## src/rtl/cory_arb4_wrr.sv

```systemverilog
// -----------------------------------------------------------------------------
// cory_arb4_wrr
//
// Four-input weighted round-robin arbiter with per-requester credit counters.
// One valid/ready downstream channel is shared by four requesters. Beats are
// delivered in proportion to each requester's weight. A requester with weight
// wt receives wt+1 beats per round. A single registered output stage carries
// the data beat and the 2-bit id of the requester that sent it.
//
// Parameters:
//   N  - data width
//   B  - weight width (credit per round is wt+1, i.e. 1..2^B beats)
//
// Ports:
//   clk        clock
//   reset_n    asynchronous, active-low reset
//   i_aK_v     requester K valid (K = 0..3)
//   i_aK_d     requester K data
//   i_aK_wt    requester K weight, sampled only when credits are refilled
//   o_aK_r     requester K ready (at most one asserted per cycle)
//   o_z_v      output valid
//   o_z_d      output data
//   o_z_s      source id of o_z_d
//   i_z_r      output ready
//
// Optional build macro:
//   CORY_ARB4_WRR_STRICT0_EN - when defined, requester 0 has strict priority
//   over the others and takes no part in credit accounting. Its weight input
//   is ignored. When undefined, all four requesters share the WRR scheme.
// -----------------------------------------------------------------------------
module cory_arb4_wrr #(
    parameter int N = 8,
    parameter int B = 4
) (
    input  logic         clk,
    input  logic         reset_n,
    input  logic         i_a0_v,
    input  logic [N-1:0] i_a0_d,
    input  logic [B-1:0] i_a0_wt,
    output logic         o_a0_r,
    input  logic         i_a1_v,
    input  logic [N-1:0] i_a1_d,
    input  logic [B-1:0] i_a1_wt,
    output logic         o_a1_r,
    input  logic         i_a2_v,
    input  logic [N-1:0] i_a2_d,
    input  logic [B-1:0] i_a2_wt,
    output logic         o_a2_r,
    input  logic         i_a3_v,
    input  logic [N-1:0] i_a3_d,
    input  logic [B-1:0] i_a3_wt,
    output logic         o_a3_r,
    output logic         o_z_v,
    output logic [N-1:0] o_z_d,
    output logic [1:0]   o_z_s,
    input  logic         i_z_r
);

    localparam logic [B:0] ONE = {{B{1'b0}}, 1'b1};

    // Requesters that take part in credit accounting. Under strict priority
    // requester 0 bypasses credits entirely, so it must not hold off a refill.
`ifdef CORY_ARB4_WRR_STRICT0_EN
    localparam logic [3:0] WRR_MASK = 4'b1110;
`else
    localparam logic [3:0] WRR_MASK = 4'b1111;
`endif

    logic [3:0]   req_v;
    logic [N-1:0] req_d  [4];
    logic [B-1:0] req_wt [4];

    logic [B:0]   cnt  [4];
    logic [B:0]   ecnt [4];
    logic [1:0]   ptr;

    logic [3:0]   elig;
    logic         any_v;
    logic         refill;
    logic [1:0]   wrr_g;
    logic         strict_win;
    logic [1:0]   g;
    logic [B:0]   g_left;
    logic         load;
    logic         accept;

    assign req_v     = {i_a3_v, i_a2_v, i_a1_v, i_a0_v};
    assign req_d[0]  = i_a0_d;
    assign req_d[1]  = i_a1_d;
    assign req_d[2]  = i_a2_d;
    assign req_d[3]  = i_a3_d;
    assign req_wt[0] = i_a0_wt;
    assign req_wt[1] = i_a1_wt;
    assign req_wt[2] = i_a2_wt;
    assign req_wt[3] = i_a3_wt;

    // A requester is eligible when it is asking and still has credit left
    // from the current round.
    always_comb begin
        elig = '0;
        for (int k = 0; k < 4; k++) begin
            elig[k] = req_v[k] & WRR_MASK[k] & (cnt[k] != '0);
        end
    end

    assign any_v  = |req_v;
    // Idle requesters keep their credit and do not block a refill; a new
    // round starts only when every asking requester has run dry.
    assign refill = (|(req_v & WRR_MASK)) & ~(|elig);

    // Effective credit: the refill is applied combinationally so the first
    // beat of a new round goes out in the same cycle, without a bubble.
    always_comb begin
        for (int k = 0; k < 4; k++) begin
            ecnt[k] = cnt[k];
            if (refill && WRR_MASK[k]) begin
                ecnt[k] = {1'b0, req_wt[k]} + ONE;
            end
        end
    end

    // Rotating search for the first asking requester with credit, starting
    // at the round-robin pointer.
    always_comb begin
        logic       hit;
        logic [1:0] cand;
        hit   = 1'b0;
        cand  = ptr;
        wrr_g = ptr;
        for (int i = 0; i < 4; i++) begin
            cand = ptr + 2'(i);
            if (!hit && req_v[cand] && WRR_MASK[cand] && (ecnt[cand] != '0)) begin
                wrr_g = cand;
                hit   = 1'b1;
            end
        end
    end

`ifdef CORY_ARB4_WRR_STRICT0_EN
    assign strict_win = req_v[0];
`else
    assign strict_win = 1'b0;
`endif

    assign g      = strict_win ? 2'd0 : wrr_g;
    assign g_left = ecnt[g] - ONE;

    // One-entry pipe: a new beat may enter whenever the stage is empty or
    // its current beat leaves this cycle.
    assign load   = ~o_z_v | i_z_r;
    assign accept = load & any_v;

    assign o_a0_r = accept & (g == 2'd0);
    assign o_a1_r = accept & (g == 2'd1);
    assign o_a2_r = accept & (g == 2'd2);
    assign o_a3_r = accept & (g == 2'd3);

    // Credit and pointer update. The granted requester pays one credit and
    // all others take their effective credit, which commits a pending refill.
    // The pointer stays on the granted requester while its burst lasts.
    // A strict-priority win leaves the pointer untouched.
    always_ff @(posedge clk or negedge reset_n) begin
        if (!reset_n) begin
            for (int k = 0; k < 4; k++) begin
                cnt[k] <= '0;
            end
            ptr <= 2'd0;
        end else if (accept) begin
            for (int k = 0; k < 4; k++) begin
                cnt[k] <= (!strict_win && (2'(k) == g)) ? g_left : ecnt[k];
            end
            if (!strict_win) begin
                ptr <= (g_left != '0) ? g : g + 2'd1;
            end
        end
    end

    // Registered output stage. Data and source hold while a beat is stalled
    // and also when the stage drains to empty.
    always_ff @(posedge clk or negedge reset_n) begin
        if (!reset_n) begin
            o_z_v <= 1'b0;
            o_z_s <= 2'd0;
            o_z_d <= '0;
        end else if (load) begin
            if (any_v) begin
                o_z_v <= 1'b1;
                o_z_s <= g;
                o_z_d <= req_d[g];
            end else begin
                o_z_v <= 1'b0;
            end
        end
    end

endmodule

```

## config.mk

```make
export PLATFORM = sky130hd
export DESIGN_NAME = cory_arb4_wrr
export DESIGN_NICKNAME = d
export VERILOG_FILES = /design/src/rtl/cory_arb4_wrr.sv
export SDC_FILE = /design/constraint.sdc
export NUM_CORES = 1
export LEC_CHECK = 0
export ABC_AREA = 1
export CAP_MARGIN = 20
export CORE_MARGIN = 2
export CORE_UTILIZATION = 53
export CTS_CLUSTER_DIAMETER = 40
export DETAILED_ROUTE_END_ITERATION = 6
export HOLD_SLACK_MARGIN = 0.06
export PLACE_DENSITY = 0.95
export SLEW_MARGIN = 20
export SYNTH_ARGS = -nofsm -noshare
export SYNTH_HDL_FRONTEND = slang
export SYNTH_SLANG_ARGS = --single-unit
```

## constraint.sdc

```tcl
create_clock -name clk -period 9 [get_ports clk]
set_input_delay 1.35 -clock clk [delete_from_list [all_inputs] [get_ports clk]]
set_output_delay 1.35 -clock clk [all_outputs]
set_load 0.03 [all_outputs]
```

==> impl_metrics.ini <==
; synthesis and place-and-route metrics
[route]
drcViolationCount = 0
ant_nets = 0
viasPerCell = 5.77
dr.pass1.iters = 5
drt_iter0_markers = 351

[timing]
worst_pin_slew_ps = 814
finalHoldViolCount = 0
setup_slack_ps = 1770
rsz0062_at_grt = no
fmaxAchievable_mhz = 138
whs_ps = 484
slew_headroom_pct = 45.7
tns_ps = 0
skew_ps = 6.75
report.final.slew_viol_count = 0
fin_crit_ps = 7230
setup_viol_count_final = 0
finalClockPeriodUsage_pct = 80.3

[place]
dp.cells = 640
place_area_um2 = 3920
dp_slack_ps = 1840
dp_hpwl_um = 7380
place_congestion = 0.974
portBuffers = 69

[critical_path]
startpoint_type = input pin
slowest_stage = clkdlybuf4s50_1
critPathBufInv = 4
crit_family = simple AND/OR/NAND/NOR gates
max_stage_delay_ps = 720
cp_cell_sequence = clkdlybuf4s50_1, nor2_1, nand3_2, nand2_1, nor2_4, nand2_4, nor2_1, nor2_1, nand3_1, nor2_1, nor2_2, nor2_1, nor2_2, nor2_2, nand3_1, nand3_2, nand2_2, inv_2, ha_1, inv_1, nor2_1, clkdlybuf4s50_1
crit_type = input pin to output pin
end_kind = output pin
cp.arrival_ps = 5880
critPathMaxFanout = 19
crit_top_cell = nor2_1
worst_ep_required_time_ps = 7650

[layout]
mostFrequentLayoutCells = 163 x nand2_1, 69 x clkdlybuf4s50_1, 62 x inv_1
final-instance-count-excl-fill = 648
largestClassByArea = multi-input combinational cells
fin_area_um2 = 4040
nNonClkBuffers = 71
syn_to_final_growth_pct = 24.7
buf_share_pct = 17.5
n_fill_cell = 511
num_antenna_cells = 0
clkbuf_count = 6
clock_cell_area_share_pct = 2.97
drive_gt1_share_pct = 10.5
logic_gates = 393
nets = 637
comb_area_share_pct = 50.5
lay_top_count = nand2_1
n_all_inverters = 68
logic_area_um2 = 2040
flops = 33

[synthesis]
top_cells_by_area = dfrtp_1 25%, nand2_1 19%, nand3_1 7.3%, inv_1 7.2%, nor2_1 6.1%
yosys.area.top_type_share_pct = 25.5
ys_top_cells_by_count = 163 x nand2_1, 62 x inv_1, 53 x nor2_1, 47 x nand3_1, 33 x dfrtp_1
synthCells = 511
most_common_cell = nand2_1
xor_share_pct = 2.43
synthTopLogicFamily = simple AND/OR/NAND/NOR gates
synthAoiAreaFrac_pct = 12.2
yosysCellCount = 511
yosys_warnings = 0
yosysChipArea_um2 = 3240
synthDistinctLibCells = 31
synth_flop_count = 33
ys_sh_mux_pct = 0
synthSimpleGateAreaFrac_pct = 44.4
ys_seq_share_pct = 25.5
syn_area_um2 = 3240
async_flop_share_pct = 100
top_area_cell = dfrtp_1
ys.flop_type = dfrtp_1
synth-edff-count = 0
adder_share_pct = 3.86
avgSynthCellArea_um2 = 6.35
syn-num-nets = 576

[clocking]
post_cts_buffers = 0
cts_tree = built
cts_max_level = 2
cts_made_buffers = 5
cts_resized = 0
cts_sinks = 33
cts_hold_buf = 0
clockBufferDepth = 2
worstSkewPairLatency_ps = 290
root_buffer = clkbuf_8

[die]
nWellTaps = 75
coreArea_um2 = 5920
die_y_um = 82.2
die_w_um = 82.2
rows = 28
initial_core_util_pct = 54.8
io_pins = 70
dieArea_um2 = 6760

[hold_path]
hold_class = flip-flop to flip-flop

[global_route]
antenna_found_initial = 0
grt_remaining_overflow = 0
grt_start_max_net_pins = 34
grt_pass1_wl_um = 16200
grt_pass1_vias = 3729

[outcome]
status = completed

[run]
maxCapViolCount = 0
warnings = 30
[worst paths after layout]
check / start / to / slack (ps) / cells after the start
max reg2reg: cnt[3] / ptr[1] / 4100 / 28
min in group asynchronous: reset_n / o_z_v / 1470 / 2
min reg2reg: o_z_d[5] / o_z_d[5] / 480 / 2
min: o_z_d[5] / o_z_d[5] / 480 / 2
max in group asynchronous: reset_n / cnt[18] / 7220 / 2
max: i_a3_v / o_a0_r / 1770 / 22
[sequential cells by signal, indices dropped and copies added (netlist names)]
name / count
cnt: 20
o_z_d: 8
o_z_s: 2
ptr: 2
o_z_v: 1
[per-layer routing]
metal / GRT usage [%] / part of all wire, %
met1: 35.0 / 37
met4: 15.8 / 4.3
met5: 0 / 0
met2: 54.7 / 49
met3: 7.39 / 9.0
The metal 3 layer:
(3 px per um) Cells faint in the background.
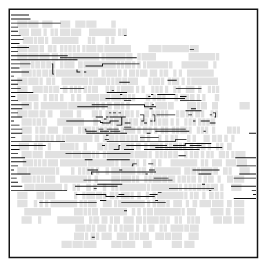
share of all routed wire: 9.0%
main direction: horizontal
met3 usage in global routing: 7.39%
vias after detailed routing: 3741

Congestion heat map:
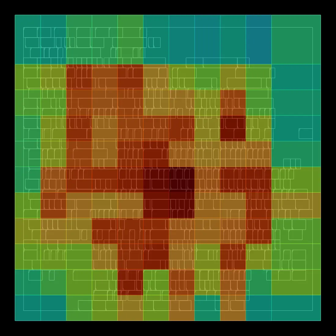
final core utilization: 68.3%
Total GRT Usage: 31.1%
M1 GR Usage: 35.0%
GRT Max-Usage Layer: met2

Sequential cells grouped by signal name:
(3 px per um) Other sequential cells in the stronger gray, the rest of the logic in the fainter gray.
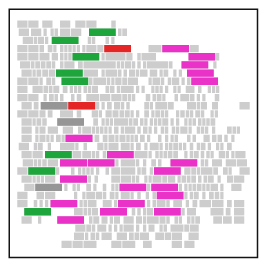
| color | name in the netlist | flops |
|---|---|---|
| green | o_z_d | 8 |
| magenta | cnt | 20 |
| red | ptr | 2 |
sequential share of cell area: 20.4%
Reg area: 826 um2

Clock network drawn from the DEF:
(4 px per um)
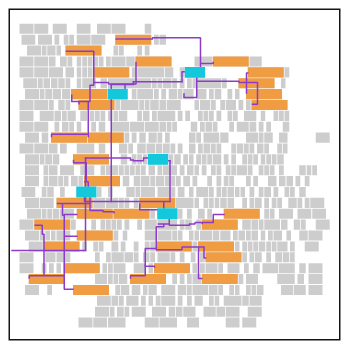
[orange] flip-flops | count: 33
[purple] clock wires | length: 464 um
[cyan] cells driving clock nets | count: 5
routed clock nets: 6

Metal layers overlaid:
(3 px per um)
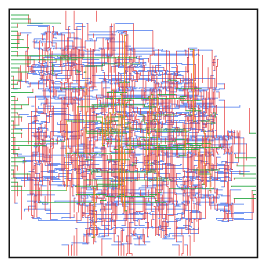
| color | layer | wire length |
|---|---|---|
| blue | met1 | 3630 um |
| orange | met4 | 424 um |
| green | met3 | 880 um |
| red | met2 | 4810 um |
WL/cell: 15.0 um
DRT Wirelength: 9750 um

